File: src/rtl/parking_pkg.sv
// Shared types and sizing helpers for the parking entrance front end.
package parking_pkg;

  localparam int unsigned DEFAULT_DIGIT_W = 2;

  typedef enum logic [1:0] {
    ST_IDLE   = 2'd0,
    ST_GET_D1 = 2'd1,
    ST_GET_D2 = 2'd2,
    ST_HOLD   = 2'd3
  } entry_state_e;

  // Bits needed to count from 0 up to max_val inclusive (minimum 1).
  function automatic int unsigned cnt_width(input int unsigned max_val);
    int unsigned w;
    w = 1;
    while ((w < 32) && ((32'd1 << w) <= max_val)) w = w + 1;
    return w;
  endfunction

endpackage

File: src/rtl/parking_debounce.sv
// Two-flop synchroniser plus stability counter; the debounced level register
// lives in the parent, which feeds it back and registers level_next_c.
module parking_debounce
  import parking_pkg::*;
#(
  parameter int unsigned DEBOUNCE_CYCLES = 4
) (
  input  logic clk,
  input  logic reset_n,
  input  logic raw,
  input  logic level,
  output logic level_next_c
);

  localparam int unsigned CNT_W = cnt_width(DEBOUNCE_CYCLES);

  logic             sync_1;
  logic             sync_2;
  logic [CNT_W-1:0] cnt_q;
  logic [CNT_W-1:0] cnt_d;

  // Count consecutive disagreeing samples; flip the level on the last one.
  always_comb begin
    cnt_d        = '0;
    level_next_c = level;
    if (sync_2 != level) begin
      if (cnt_q == CNT_W'(DEBOUNCE_CYCLES - 1)) begin
        level_next_c = ~level;
      end else begin
        cnt_d = cnt_q + CNT_W'(1);
      end
    end
  end

  always_ff @(posedge clk or negedge reset_n) begin
    if (!reset_n) begin
      sync_1 <= 1'b0;
      sync_2 <= 1'b0;
      cnt_q  <= '0;
    end else begin
      sync_1 <= raw;
      sync_2 <= sync_1;
      cnt_q  <= cnt_d;
    end
  end

endmodule

File: src/rtl/parking_entry_frontend.sv
// Sensor/keypad front end: debounces inputs and assembles a two-digit entry
// for parking_system, with clear and idle-timeout handling.
module parking_entry_frontend
  import parking_pkg::*;
#(
  parameter int unsigned DEBOUNCE_CYCLES = 4,
  parameter int unsigned TIMEOUT_CYCLES  = 1000,
  parameter int unsigned DIGIT_W         = DEFAULT_DIGIT_W
) (
  input  logic               clk,
  input  logic               reset_n,
  input  logic               sensor_entrance_raw,
  input  logic               sensor_exit_raw,
  input  logic               key_press_raw,
  input  logic [DIGIT_W-1:0] key_digit,
  input  logic               key_clear,
  output logic               sensor_entrance,
  output logic               sensor_exit,
  output logic [DIGIT_W-1:0] password_1,
  output logic [DIGIT_W-1:0] password_2,
  output logic               password_valid,
  output logic               entry_timeout
);

  localparam int unsigned TCNT_W = cnt_width(TIMEOUT_CYCLES - 1);

  logic               entrance_next_c;
  logic               exit_next_c;
  logic               key_next_c;
  logic               key_level;
  logic               key_event;
  entry_state_e       state_q;
  entry_state_e       state_d;
  logic [DIGIT_W-1:0] d1_q;
  logic [DIGIT_W-1:0] d1_d;
  logic [DIGIT_W-1:0] pw1_d;
  logic [DIGIT_W-1:0] pw2_d;
  logic               valid_d;
  logic               timeout_d;
  logic [TCNT_W-1:0]  tcnt_q;
  logic [TCNT_W-1:0]  tcnt_d;
  logic               in_entry;
  logic               tmo_hit;

  parking_debounce #(.DEBOUNCE_CYCLES(DEBOUNCE_CYCLES)) u_deb_entrance (
    .clk(clk), .reset_n(reset_n), .raw(sensor_entrance_raw),
    .level(sensor_entrance), .level_next_c(entrance_next_c)
  );

  parking_debounce #(.DEBOUNCE_CYCLES(DEBOUNCE_CYCLES)) u_deb_exit (
    .clk(clk), .reset_n(reset_n), .raw(sensor_exit_raw),
    .level(sensor_exit), .level_next_c(exit_next_c)
  );

  parking_debounce #(.DEBOUNCE_CYCLES(DEBOUNCE_CYCLES)) u_deb_key (
    .clk(clk), .reset_n(reset_n), .raw(key_press_raw),
    .level(key_level), .level_next_c(key_next_c)
  );

  assign in_entry = (state_q == ST_GET_D1) || (state_q == ST_GET_D2);
  assign tmo_hit  = in_entry && (tcnt_q == TCNT_W'(TIMEOUT_CYCLES - 1));

  // Next state and outputs; the entrance uses its next level so the entry
  // collapses on the same edge the debounced sensor falls.
  always_comb begin
    state_d   = state_q;
    d1_d      = d1_q;
    pw1_d     = password_1;
    pw2_d     = password_2;
    valid_d   = password_valid;
    timeout_d = 1'b0;
    if (state_q == ST_IDLE) begin
      if (entrance_next_c) state_d = ST_GET_D1;
    end else if (!entrance_next_c) begin
      state_d = ST_IDLE;
      pw1_d   = '0;
      pw2_d   = '0;
      valid_d = 1'b0;
    end else if (key_clear) begin
      state_d = ST_GET_D1;
      pw1_d   = '0;
      pw2_d   = '0;
      valid_d = 1'b0;
    end else if (tmo_hit) begin
      state_d   = ST_GET_D1;
      pw1_d     = '0;
      pw2_d     = '0;
      valid_d   = 1'b0;
      timeout_d = 1'b1;
    end else if (key_event) begin
      case (state_q)
        ST_GET_D1: begin
          d1_d    = key_digit;
          state_d = ST_GET_D2;
        end
        ST_GET_D2: begin
          pw1_d   = d1_q;
          pw2_d   = key_digit;
          valid_d = 1'b1;
          state_d = ST_HOLD;
        end
        default: begin
          d1_d    = key_digit;
          pw1_d   = '0;
          pw2_d   = '0;
          valid_d = 1'b0;
          state_d = ST_GET_D2;
        end
      endcase
    end
  end

  // Idle timer: restarts on any state (re)entry or keypress, saturates otherwise.
  always_comb begin
    tcnt_d = '0;
    if (in_entry && (state_d == state_q) && !key_event && !key_clear && !tmo_hit) begin
      tcnt_d = (tcnt_q == TCNT_W'(TIMEOUT_CYCLES - 1)) ? tcnt_q : tcnt_q + TCNT_W'(1);
    end
  end

  always_ff @(posedge clk or negedge reset_n) begin
    if (!reset_n) begin
      sensor_entrance <= 1'b0;
      sensor_exit     <= 1'b0;
      key_level       <= 1'b0;
      key_event       <= 1'b0;
      state_q         <= ST_IDLE;
      d1_q            <= '0;
      tcnt_q          <= '0;
      password_1      <= '0;
      password_2      <= '0;
      password_valid  <= 1'b0;
      entry_timeout   <= 1'b0;
    end else begin
      sensor_entrance <= entrance_next_c;
      sensor_exit     <= exit_next_c;
      key_level       <= key_next_c;
      key_event       <= key_next_c & ~key_level;
      state_q         <= state_d;
      d1_q            <= d1_d;
      tcnt_q          <= tcnt_d;
      password_1      <= pw1_d;
      password_2      <= pw2_d;
      password_valid  <= valid_d;
      entry_timeout   <= timeout_d;
    end
  end

endmodule

File: config.mk
export PLATFORM = sky130hd
export DESIGN_NAME = parking_entry_frontend
export DESIGN_NICKNAME = d
export VERILOG_FILES = /design/src/rtl/parking_pkg.sv /design/src/rtl/parking_debounce.sv /design/src/rtl/parking_entry_frontend.sv
export SDC_FILE = /design/constraint.sdc
export NUM_CORES = 1
export LEC_CHECK = 0
export CORE_ASPECT_RATIO = 1.75
export CORE_MARGIN = 5
export CORE_UTILIZATION = 50
export CTS_CLUSTER_SIZE = 12
export DETAILED_ROUTE_END_ITERATION = 7
export GPL_ROUTABILITY_DRIVEN = 1
export PLACE_DENSITY = 0.74
export SLEW_MARGIN = 20
export SYNTH_ARGS = -nofsm -noshare
export SYNTH_HDL_FRONTEND = slang
export SYNTH_HIERARCHICAL = 1
export SYNTH_SLANG_ARGS = --single-unit
File: constraint.sdc
create_clock -name clk -period 1.9 [get_ports clk]
set_input_delay 0.38 -clock clk [delete_from_list [all_inputs] [get_ports clk]]
set_output_delay 0.38 -clock clk [all_outputs]
set_load 0.1 [all_outputs]
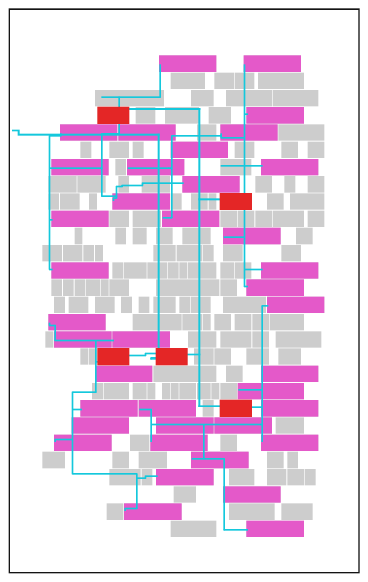
*Clock network drawn from the DEF, run 1*
Key: flip-flops = magenta [count 39]; clock wires = cyan [length 460 um]; cells driving clock nets = red [count 5]
There are 6 routed clock nets.
clock latency on the worst-skew pair: 0.29 ns
Clk. pwr: 698 uW
clock network power share: 0.230

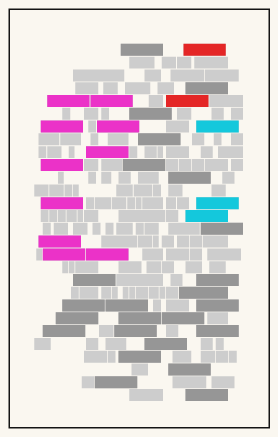
*Sequential cells grouped by signal name, run 1*
Other sequential cells in the stronger grey, the rest of the logic in the fainter grey.
Key: `u_deb_entrance/cnt_q` = cyan [placed flops 3]; `tcnt_q` = magenta [placed flops 10]; `password_1` = red [placed flops 2]
Another 24 sequential cells are not coloured.

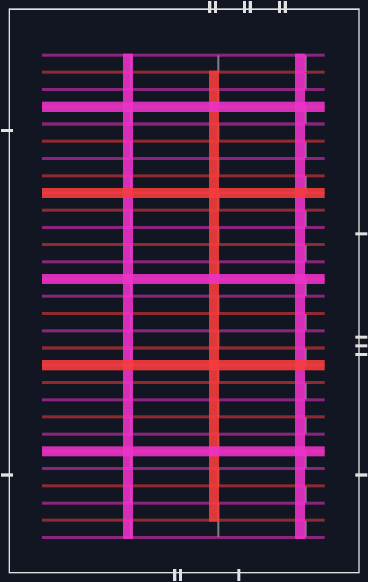
*Power grid, run 1*
Pins as bars on the die edge. Tap cells in grey.
Key: VSS = magenta; VDD = red
16 signal pins sit on the boundary. 29 met1 rails follow the rows. 5 straps on met5. 3 straps on met4.
area inside the core boundary: 3400 um^2
die span in y: 88.7 um
IR Drop Worst-Case VDD: 0.000961 V
Die Width: 55.0 um

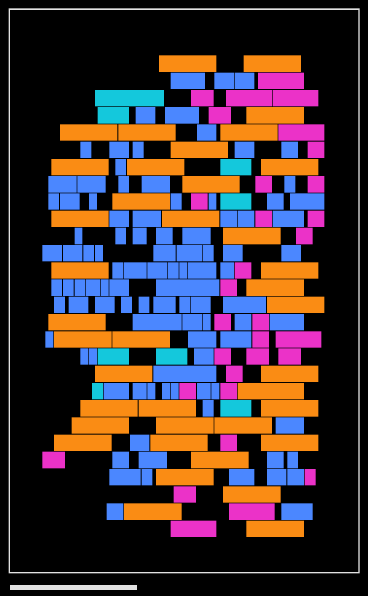
*Placed cells, one colour a class, run 1*
Scale bar: 20 um.
Key: all other logic = blue [cells 99]; other buffers and delay cells = magenta [cells 31]; flip-flops = orange [cells 39]; clock drivers and dummy loads = cyan [cells 8]

==> summary.txt, run 1 <==
Summary of the current implementation state.

- In this run the tool buffered the top-level ports with 15 buffer cells.
- The checks that failed: negative setup slack.
- Per the finish-stage timing summary, setup violations number 12.
- The largest register by flop count is tcnt_q, for reference.
- The most common cell in the synthesized netlist is sky130_fd_sc_hd__dfrtp_1, for reference.
- Clock buffers in the final layout number 6.
- In this run, placement finished with an instance count of 210.
- The XOR/XNOR share of the synthesized area is 0.0544, for reference.
- In this run, synthesis inferred 0 flip-flops with an integrated enable.
- The final timing report gives a worst setup slack of -0.0514 ns.
- In this run, distinct cell masters in the synthesized netlist total 33.
- The fraction of final cell area spent on clock buffers and inverters in this run is 0.0506.
- Per STA, the worst path is made up of ha_2 > nor2b_4 > mux2_4 > nand2b_4 > a2111oi_4 > a41oi_4 > nor3_1.
- The startpoint of the worst-slack reg-to-reg timing path is u_deb_entrance/cnt_q[0], for reference.
- The number of diodes is 0, for reference.
- The tally of nets with antenna violations remaining after routing is 0, for reference.
- Non-clock buffers in the final layout number 31.
- The final report gives the core utilization as 0.684.
- The design has 39 sequential cells.
- In this run the number of H-tree levels came out at 2.
- After layout, the inverter instance count without clock inverters stands at 4.
- According to the floorplan log, the row count is 28.
- The number of pins with negative max-slew slack in the final report is 0, for reference.
- The capture instance of the worst register-to-register path is tcnt_q[7], for reference.
- The fraction of final layout cells with drive strength greater than 1 is 0.299, for reference.
- The total number of cells along the worst setup path is 7, for reference.
- Counting along the longest clock path gives a buffer depth of 2.
- Setup repair after global routing could not meet its margin everywhere.
- The startpoint of the most critical setup path is u_deb_entrance/cnt_q[0], for reference.
- In this run the worst setup path terminates at tcnt_q[7].
- met2 track demand over resource after global routing is 0.303.
- In the routed design, unresolved DRC markers number 0.
- The register with the most flip-flops in the layout has 10 of them.
- The part of the power in combinational logic is 0.405, for reference.
- According to the timing report, the data required time at the worst endpoint equals 2.10 ns.
- The buffering stage count on the worst path with inverters included is 0, for reference.
- Counting flops with an async set or reset pin after synthesis yields a share of 1.00.
- The number of global-route vias before repair came to 1361.
- The synthesized design contains 39 register bits.
- The routed wire length per instance is 15.2 um, for reference.
- The cell type contributing the most total cell area after synthesis is sky130_fd_sc_hd__dfrtp_1, for reference.
- The met3 demand-to-capacity share in global routing is 0.0371, for reference.
- The max-cap check violation count is 0, for reference.
- The placed instance area is 2150 um^2, for reference.
- The most common logic cells in the final layout are sky130_fd_sc_hd__dfrtp_1 (38), sky130_fd_sc_hd__buf_4 (17), sky130_fd_sc_hd__nor3_1 (13).
- The post-layout total power is 3030 uW, for reference.
- The critical path in this run is classified as reg2reg.
- The iteration count recorded for the first detailed-route pass is 4.
- The number of antenna violations at the first check in global routing came to 0.
- Ranked by instance count, the synthesized netlist is headed by sky130_fd_sc_hd__dfrtp_1 (39), sky130_fd_sc_hd__nor3_1 (13), sky130_fd_sc_hd__xnor2_1 (9), sky130_fd_sc_hd__nor3b_1 (8).
- Per the OpenROAD floorplan log, the area of the die is 4880 um^2.
- The worst-case setup slack after placement is -0.147 ns, for reference.
- In the final report, the number of hold violations comes to 0.
- The count of pins on the block boundary is 16, for reference.
- The depth of the most critical reg-to-reg path is 7, for reference.
- The share of the clock period used by the worst path after layout is 1.03, for reference.
- The flow ran to the end, but the final reports show violations.
- Leaving out buffers and inverters, the combinational logic in the layout accounts for 825 um^2.
- The biggest fanout along the worst timing path is 10, for reference.
- The part of the Yosys area used for sequential elements is 0.551, for reference.
- The multi-input gate share of the layout cell area is 0.354, for reference.
- Per the timing report, the achievable frequency comes out to 512 MHz.
- The post-synth design cell area is 1770 um^2, for reference.
### Routing congestion, run 1

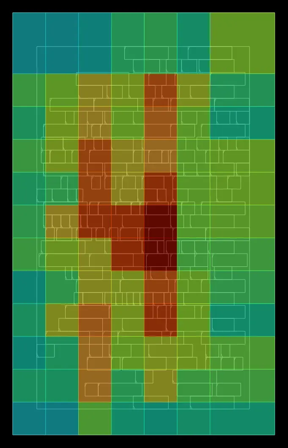

==> run 2, diff against run 1 <==
- CAP_MARGIN: default -> 20
- CORE_MARGIN: 5 -> 3
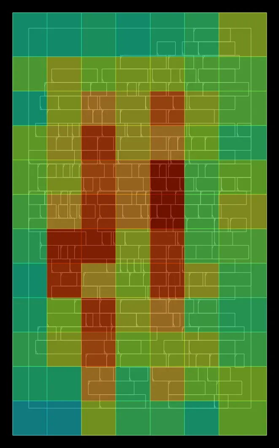
*Routing congestion, run 2*
grt peak-use layer: met2
met3 Track Usage GR: 0.0515

==> summary.txt, run 2 <==
Summary of the current implementation state.

- The non-clock inverter total of the final layout is 4 (unchanged).
- The proportion of netlist area held by the largest area contributor came to 0.551 (unchanged).
- The largest net degree at the start of global routing is 34 (unchanged).
- The end point of the critical path is tcnt_q[2] (was tcnt_q[7]).
- The root buffer selected by CTS is sky130_fd_sc_hd__clkbuf_8 (unchanged).
- The total number of cells along the worst setup path was 8 (was 7).
- The post-synthesis async set-or-reset flop share came to 1.00 (unchanged).
- The final period demand of the worst path is 2.01 ns (was 1.95 ns).
- The number of diodes is 0 (unchanged), for reference.
- The multi-input gate share of the layout cell area is 0.371 (was 0.354), for reference.
- The sequential fraction of design power is 0.361 (was 0.365), for reference.
- The power of the sequential group is 1100 uW (about the same), for reference.
- The number of buffers added for setup after CTS is 2 (was 1), for reference.
- The via count normalized by instance count is 5.54 (was 5.34), for reference.
- The number of hold-slack violations in the final timing report is 0 (unchanged), for reference.
- The max-cap check violation count was 0 (unchanged).
- The number of buffers outside the clock class in the layout is 33 (was 31), for reference.
- The synthesis area per yosys is 1770 um^2 (unchanged), for reference.
- The starting utilization of the core area is 0.521 (unchanged), for reference.
- The biggest fanout along the worst timing path is 5 (was 10).
- The number of iterations in the first detailed-routing pass is 4 (unchanged), for reference.
- The number of enable flip-flop cells is 0 (unchanged), for reference.
- The proportion of total power due to net switching is 0.361 (was 0.344), for reference.
- The number of antenna violations at the first check in global routing came to 0 (unchanged).
- The count of clock tree sinks is 39 (unchanged).
- The number of pins with negative max-slew slack in the final report is 0 (unchanged).
- Biggest area cells: sky130_fd_sc_hd__dfrtp_1 (55%), sky130_fd_sc_hd__ha_1 (4.9%), sky130_fd_sc_hd__xnor2_1 (4.5%), sky130_fd_sc_hd__nor3_1 (3.7%), sky130_fd_sc_hd__nor3b_1 (3.4%) (unchanged).
- The depth of the most critical reg-to-reg path is 8 (was 7), for reference.
- Failing checks: negative setup slack (unchanged).
- The most instantiated logic cell after routing was sky130_fd_sc_hd__dfrtp_1 (unchanged).
- The worst-case headroom to the max-slew limit is 0.524 (was 0.529), for reference.
- The insertion delay to the later sink of the worst-skew pair was 0.29 ns (about the same).
- The largest power group is combinational cells (unchanged).
- The post-detailed-route DRC marker count came to 0 (unchanged).
- The critical path launch point type is a flip-flop (unchanged).
- The cell class contributing the biggest share of worst-path delay is simple AND/OR/NAND/NOR gates (unchanged).
- The largest family of logic cells by area is simple AND/OR/NAND/NOR gates (unchanged), for reference.
- The placeable core region came to 3400 um^2 (unchanged).
- The capture instance of the worst register-to-register path is tcnt_q[2] (was tcnt_q[7]), for reference.
- The number of global-route vias before repair is 1376 (was 1361), for reference.
- The number of cells after detailed placement is 210 (unchanged).
- The share of the clock period used by the worst path after layout is 1.06 (was 1.03), for reference.
- The worst setup slack for register-to-register paths was -0.11 ns (was -0.05 ns).
- The clock network power consumption came to 601 uW (was 698 uW).
- The clock-pin slew on the worst setup and hold paths was 0.07 ns (about the same).
- The post-synth design cell area is 1770 um^2 (unchanged), for reference.
- Outcome: finished with violations (unchanged).
- The maximum buffer depth of the clock tree came to 2 (unchanged).
- The number of nets in the finished design is 194 (was 191), for reference.
- The startpoint of the most critical setup path is u_deb_entrance/cnt_q[0] (unchanged), for reference.
- The placed instance area was 2150 um^2 (unchanged).
- Top logic cells by instance count in the layout: sky130_fd_sc_hd__dfrtp_1 (38), sky130_fd_sc_hd__buf_4 (19), sky130_fd_sc_hd__xnor2_1 (9) (was sky130_fd_sc_hd__dfrtp_1 (38), sky130_fd_sc_hd__buf_4 (17), sky130_fd_sc_hd__nor3_1 (13)).
- The arrival time at the worst endpoint was 2.20 ns (was 2.15 ns).
- The adder and majority gate portion of the synthesized area is 0.0495 (unchanged).
- RSZ-0062 raised after global routing: true (unchanged).
- The startpoint of the worst-slack reg-to-reg timing path is u_deb_entrance/cnt_q[0] (unchanged), for reference.
- The biggest cell delay along the critical path was 0.38 ns (was 0.36 ns).
- The final tally of setup violations is 14 (was 12), for reference.
- The count of yosys warnings during synthesis came to 6 (unchanged).
- The post-synthesis net count came to 153 (unchanged).
- The buffering stage count on the worst path with inverters included is 1 (was 0), for reference.
- The XOR/XNOR share of the synthesized area came to 0.0544 (unchanged).
- The power per cell area is 1280 nW/um^2 (was 1300 nW/um^2), for reference.
- The endpoint required time on the critical path is 2.09 ns (was 2.10 ns).
- The number of standard cells in the layout, taps in and fillers out is 225 (was 222), for reference.
- The net switching power figure was 1100 uW (was 1040 uW).
- The routed wire length per instance is 15.6 um (was 15.2 um), for reference.
- The routing usage on met2 is 0.341 (was 0.303), for reference.
- The worst hold slack across all endpoints is 0.141 ns (was 0.139 ns), for reference.
- The cell type of the slowest stage on the worst timing path is sky130_fd_sc_hd__dfrtp_1 (unchanged).
- The overall overflow remaining after global route was 0 (unchanged).
- The part of the Yosys area used for sequential elements was 0.551 (unchanged).
- The number of flip-flops and latches was 39 (unchanged).
- The fraction of power consumed by the clock network is 0.196 (was 0.230), for reference.
- The number of DRC violations after detailed-routing iteration 0 is 38 (was 11).
- The post-cts hold buffer count is 0 (unchanged).
- The overall die width is 51.0 um (was 55.0 um), for reference.
- The chip area is 4320 um^2 (was 4880 um^2), for reference.
- The least setup slack across all paths after layout is -0.107 ns (was -0.0514 ns), for reference.
- The multi-input logic area is 885 um^2 (was 825 um^2), for reference.
- Leading post-synthesis cells by instance count: sky130_fd_sc_hd__dfrtp_1 (39), sky130_fd_sc_hd__nor3_1 (13), sky130_fd_sc_hd__xnor2_1 (9), sky130_fd_sc_hd__nor3b_1 (8) (unchanged).
- The wire length on met3 came to 103 um (was 101 um).
- The maximum vdd ir drop was 0.000870 V (was 0.000961 V).
- The total wirelength of the detailed-routed design came to 3510 um (was 3370 um).
- The portion of the layout cell area used by clock cells is 0.0420 (was 0.0506).
- The final setup TNS is -0.802 ns (was -0.426 ns), for reference.
- The routability congestion estimate is 0.911 (was 0.901).
- The standby leakage power is 0.00103 uW (about the same).
- The synthesized-area fraction occupied by and/or/nand/nor cells came to 0.217 (unchanged).
- The tally of unique sky130hd cells used after synthesis is 33 (unchanged), for reference.
- The synthesis-stage register bit count is 39 (unchanged), for reference.
- The post-CTS resize count is 10 (was 6), for reference.
- The total met2 wirelength after detailed routing was 2070 um (was 1950 um).
- The global-route wire length before repair is 5960 um (was 5870 um), for reference.
- The class of the tightest hold or removal check was in2async (unchanged).
- The total cells reported by yosys after synthesis is 138 (unchanged), for reference.
- The most common cell in the synthesized netlist is sky130_fd_sc_hd__dfrtp_1 (unchanged).
- The setup skew after layout is 0.00856 ns (was 0.00480 ns), for reference.
- The mean cell area of the mapped netlist is 12.8 um^2 (unchanged).
- The number of levels in the clock H-tree is 2 (unchanged).
- The part of the power in combinational logic is 0.443 (was 0.405), for reference.
- The count of vias placed by the detailed router is 1247 (was 1186).
- The footprint of the flip-flops and latches came to 980 um^2 (unchanged).
- The stage-log warning count came to 30 (unchanged).
- The relative area change from synthesis to final layout was 34.6% (was 31.4%).
- The worst-margin pin slew was 0.713 ns (was 0.706 ns).
- The total clock buffers created by CTS is 5 (unchanged), for reference.
- The sequential portion of the cell area is 0.411 (was 0.421).
- The cell area after layout is 2380 um^2 (was 2330 um^2), for reference.
- The flip-flop count of the largest register, all copies and words added is 10 (unchanged), for reference.
- The cell type contributing the most total cell area after synthesis is sky130_fd_sc_hd__dfrtp_1 (unchanged), for reference.
- The number of port buffers is 15 (unchanged), for reference.
- The overall fraction of global-route tracks in use is 0.184 (was 0.168), for reference.
- The clock buffer instance count of the final layout is 8 (was 6).
- The tally of nets with antenna violations remaining after routing is 0 (unchanged), for reference.
- The area-dominant cell class after layout is registers (unchanged).
- Critical path, cell by cell: ha_2 > nor2b_4 > mux2_4 > nand2b_4 > a2111oi_4 > buf_4 > a41oi_4 > nor4_2 (was ha_2 > nor2b_4 > mux2_4 > nand2b_4 > a2111oi_4 > a41oi_4 > nor3_1).
- The CTS tree is done (unchanged).
- The start-to-end type of the worst setup path is reg2reg (unchanged), for reference.
- The maximum clock frequency is 498 MHz (was 512 MHz), for reference.
- The worst-case setup slack after placement is -0.145 ns (was -0.147 ns), for reference.
- The number of tapcells is 45 (unchanged), for reference.
- The mux contribution to synthesized area came to 0.0318 (unchanged).
- The number of core rows came to 28 (unchanged).
- The highest metal layer with signal wires is met4 (unchanged), for reference.
- The number of multi-input combinational cells in the layout is 96 (was 95), for reference.
- The post-layout total power came to 3060 uW (was 3030 uW).
- The combinational gate power was 1350 uW (was 1230 uW).
- The cell-internal power came to 1950 uW (was 1990 uW).
- The fraction of final layout cells with drive strength greater than 1 came to 0.344 (was 0.299).
- The largest register by flop count is tcnt_q (unchanged), for reference.
- The utilization after layout is 0.701 (was 0.684), for reference.
- The detailed-placement wirelength estimate is 2470 um (was 2460 um).
- The flip-flop cell with the highest count after synthesis is sky130_fd_sc_hd__dfrtp_1 (unchanged), for reference.
- The count of pins on the block boundary is 16 (unchanged), for reference.
- The overall die height is 84.7 um (was 88.7 um), for reference.
### Power grid, run 2

Pins as bars on the die edge. Tap cells in grey.
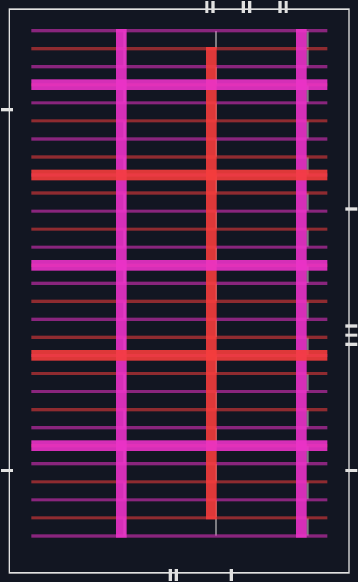

==> run 3, diff against run 2 <==
- CELL_PAD_IN_SITES_DETAIL_PLACEMENT: default -> 1
- CELL_PAD_IN_SITES_GLOBAL_PLACEMENT: default -> 2
- CORE_UTILIZATION: 50 -> 35
- PLACE_DENSITY: 0.74 -> default
- PLACE_DENSITY_LB_ADDON: default -> 0.1
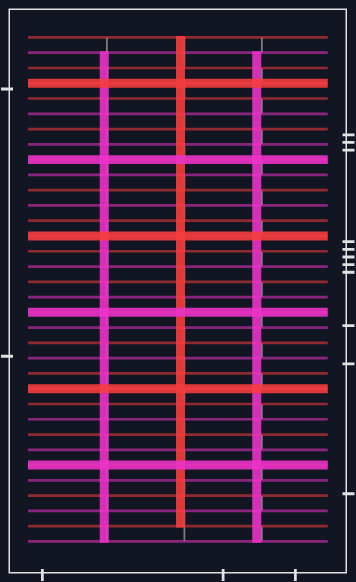
*Power grid, run 3*
Pins as bars on the die edge. Tap cells in grey.
Key: VDD = red; VSS = magenta
6 straps on met5. 34 met1 rails follow the rows. 52 tap cells. 16 signal pins sit on the boundary. The core has 33 rows.

==> summary.txt, run 3 <==
Summary of the current implementation state.

- The worst hold slack across all endpoints is 0.0372 ns (was 0.141 ns).
- The biggest cell delay along the critical path is 0.36 ns (was 0.38 ns), for reference.
- The number of levels in the clock H-tree is 2 (unchanged), for reference.
- The detailed-placement wirelength estimate came to 2900 um (was 2470 um).
- The count of clock tree sinks is 39 (unchanged), for reference.
- The post-synth design cell area is 1770 um^2 (unchanged).
- The number of pins with negative max-slew slack in the final report is 0 (unchanged), for reference.
- The largest net degree at the start of global routing is 24 (was 34), for reference.
- Leading post-synthesis cells by instance count: sky130_fd_sc_hd__dfrtp_1 (39), sky130_fd_sc_hd__nor3_1 (13), sky130_fd_sc_hd__xnor2_1 (9), sky130_fd_sc_hd__nor3b_1 (8) (unchanged).
- The mux contribution to synthesized area was 0.0318 (unchanged).
- The startpoint of the worst-slack reg-to-reg timing path was u_deb_entrance/cnt_q[0] (unchanged).
- The insertion delay to the later sink of the worst-skew pair is 0.29 ns (about the same).
- The portion of the layout cell area used by clock cells is 0.0415 (was 0.0420), for reference.
- The proportion of netlist area held by the largest area contributor is 0.551 (unchanged), for reference.
- The root buffer selected by CTS is sky130_fd_sc_hd__clkbuf_8 (unchanged), for reference.
- The overall die width is 59.8 um (was 51.0 um), for reference.
- The sequential portion of the cell area is 0.412 (was 0.411), for reference.
- The fraction of final layout cells with drive strength greater than 1 was 0.374 (was 0.344).
- The number of port buffers is 15 (unchanged).
- The post-CTS resize count was 7 (was 10).
- The depth of the most critical reg-to-reg path is 8 (unchanged), for reference.
- The worst-case setup slack after placement is -0.207 ns (was -0.145 ns), for reference.
- Critical path, cell by cell: ha_2 > nor2b_4 > mux2_4 > nand2b_4 > a2111oi_4 > buf_4 > a41oi_4 > nor3_2 (was ha_2 > nor2b_4 > mux2_4 > nand2b_4 > a2111oi_4 > buf_4 > a41oi_4 > nor4_2).
- The count of yosys warnings during synthesis is 6 (unchanged).
- The overall die height came to 100 um (was 84.7 um).
- The max-cap check violation count is 0 (unchanged), for reference.
- The number of diodes was 0 (unchanged).
- The CTS tree is done (unchanged).
- The clock-pin slew on the worst setup and hold paths is 0.08 ns (was 0.07 ns), for reference.
- The final period demand of the worst path is 2.00 ns (was 2.01 ns), for reference.
- The maximum buffer depth of the clock tree is 2 (unchanged), for reference.
- The net switching power figure is 1190 uW (was 1100 uW).
- The overall overflow remaining after global route came to 0 (unchanged).
- The synthesis area per yosys is 1770 um^2 (unchanged), for reference.
- The post-cts hold buffer count is 0 (unchanged), for reference.
- The overall fraction of global-route tracks in use is 0.139 (was 0.184), for reference.
- The total clock buffers created by CTS is 5 (unchanged).
- The synthesized-area fraction occupied by and/or/nand/nor cells came to 0.217 (unchanged).
- The most instantiated logic cell after routing was sky130_fd_sc_hd__dfrtp_1 (unchanged).
- The tally of nets with antenna violations remaining after routing is 0 (unchanged), for reference.
- The flip-flop cell with the highest count after synthesis is sky130_fd_sc_hd__dfrtp_1 (unchanged), for reference.
- The critical path launch point type is a flip-flop (unchanged).
- The number of iterations in the first detailed-routing pass came to 4 (unchanged).
- The multi-input logic area came to 925 um^2 (was 885 um^2).
- The multi-input gate share of the layout cell area came to 0.389 (was 0.371).
- The number of flip-flops and latches is 39 (unchanged), for reference.
- The part of the power in combinational logic is 0.460 (was 0.443), for reference.
- The utilization after layout is 0.497 (was 0.701), for reference.
- The met3 demand-to-capacity share in global routing is 0.0412 (was 0.0515), for reference.
- The routed wire length per instance is 16.8 um (was 15.6 um), for reference.
- The largest register by flop count is tcnt_q (unchanged).
- The routability congestion estimate came to 0.743 (was 0.911).
- RSZ-0062 raised after global routing: true (unchanged).
- The count of vias placed by the detailed router is 1266 (was 1247), for reference.
- The number of standard cells in the layout, taps in and fillers out is 234 (was 225), for reference.
- The post-detailed-route DRC marker count came to 0 (unchanged).
- The clock buffer instance count of the final layout is 6 (was 8), for reference.
- The number of buffers added for setup after CTS came to 1 (was 2).
- The start-to-end type of the worst setup path was reg2reg (unchanged).
- The cell type contributing the most total cell area after synthesis is sky130_fd_sc_hd__dfrtp_1 (unchanged), for reference.
- The starting utilization of the core area is 0.370 (was 0.521).
- The endpoint required time on the critical path is 2.12 ns (was 2.09 ns), for reference.
- The proportion of total power due to net switching came to 0.379 (was 0.361).
- The total number of cells along the worst setup path is 8 (unchanged).
- The standby leakage power is 0.00104 uW (was 0.00103 uW), for reference.
- The biggest fanout along the worst timing path is 5 (unchanged), for reference.
- The fraction of power consumed by the clock network is 0.186 (was 0.196).
- The total met2 wirelength after detailed routing is 2320 um (was 2070 um).
- The post-synthesis async set-or-reset flop share was 1.00 (unchanged).
- The total cells reported by yosys after synthesis is 138 (unchanged), for reference.
- The power per cell area is 1320 nW/um^2 (was 1280 nW/um^2).
- The chip area is 5980 um^2 (was 4320 um^2).
- The global routing's busiest layer is met2 (unchanged), for reference.
- The placeable core region is 4790 um^2 (was 3400 um^2), for reference.
- The most common cell in the synthesized netlist is sky130_fd_sc_hd__dfrtp_1 (unchanged).
- The via count normalized by instance count is 5.41 (was 5.54), for reference.
- The maximum clock frequency is 499 MHz (was 498 MHz), for reference.
- The mean cell area of the mapped netlist was 12.8 um^2 (unchanged).
- The total wirelength of the detailed-routed design came to 3930 um (was 3510 um).
- The arrival time at the worst endpoint came to 2.22 ns (was 2.20 ns).
- The final tally of setup violations is 15 (was 14), for reference.
- The cell type of the slowest stage on the worst timing path is sky130_fd_sc_hd__dfrtp_1 (unchanged).
- The number of global-route vias before repair is 1339 (was 1376).
- The non-clock inverter total of the final layout is 4 (unchanged).
- The routing usage on met2 is 0.253 (was 0.341).
- The placed instance area came to 2100 um^2 (was 2150 um^2).
- The XOR/XNOR share of the synthesized area is 0.0544 (unchanged).
- The number of tapcells is 52 (was 45), for reference.
- The flip-flop count of the largest register, all copies and words added came to 10 (unchanged).
- The least setup slack across all paths after layout is -0.103 ns (was -0.107 ns), for reference.
- The number of buffers outside the clock class in the layout is 34 (was 33), for reference.
- The final setup TNS is -1.17 ns (was -0.802 ns).
- The combinational gate power came to 1440 uW (was 1350 uW).
- The number of core rows is 33 (was 28), for reference.
- The worst-margin pin slew is 0.477 ns (was 0.713 ns).
- The number of DRC violations after detailed-routing iteration 0 was 29 (was 38).
- The number of cells after detailed placement is 218 (was 210), for reference.
- The relative area change from synthesis to final layout is 34.4% (was 34.6%).
- The footprint of the flip-flops and latches is 980 um^2 (unchanged), for reference.
- The part of the Yosys area used for sequential elements is 0.551 (unchanged), for reference.
- Biggest area cells: sky130_fd_sc_hd__dfrtp_1 (55%), sky130_fd_sc_hd__ha_1 (4.9%), sky130_fd_sc_hd__xnor2_1 (4.5%), sky130_fd_sc_hd__nor3_1 (3.7%), sky130_fd_sc_hd__nor3b_1 (3.4%) (unchanged).
- The stage-log warning count is 30 (unchanged), for reference.
- Outcome: finished with violations (unchanged).
- The wire length on met3 is 139 um (was 103 um), for reference.
- The power of the sequential group is 1110 uW (was 1100 uW), for reference.
- The tally of unique sky130hd cells used after synthesis is 33 (unchanged).
- The cell area after layout is 2380 um^2 (about the same).
- The worst-case headroom to the max-slew limit was 0.682 (was 0.524).
- The number of nets in the finished design is 196 (was 194), for reference.
- The maximum vdd ir drop came to 0.00105 V (was 0.000870 V).
- Failing checks: negative setup slack (unchanged).
- The number of multi-input combinational cells in the layout is 97 (was 96).
- The cell class contributing the biggest share of worst-path delay was simple AND/OR/NAND/NOR gates (unchanged).
- The end point of the critical path is tcnt_q[6] (was tcnt_q[2]), for reference.
- The post-layout total power was 3130 uW (was 3060 uW).
- The cell-internal power is 1950 uW (about the same), for reference.
- The synthesis-stage register bit count is 39 (unchanged), for reference.
- The clock network power consumption is 584 uW (was 601 uW).
- The global-route wire length before repair is 6180 um (was 5960 um), for reference.
- The buffering stage count on the worst path with inverters included was 1 (unchanged).
- Top logic cells by instance count in the layout: sky130_fd_sc_hd__dfrtp_1 (38), sky130_fd_sc_hd__buf_4 (24), sky130_fd_sc_hd__xnor2_1 (9) (was sky130_fd_sc_hd__dfrtp_1 (38), sky130_fd_sc_hd__buf_4 (19), sky130_fd_sc_hd__xnor2_1 (9)).
Power is estimated from default activity; no workload was simulated.
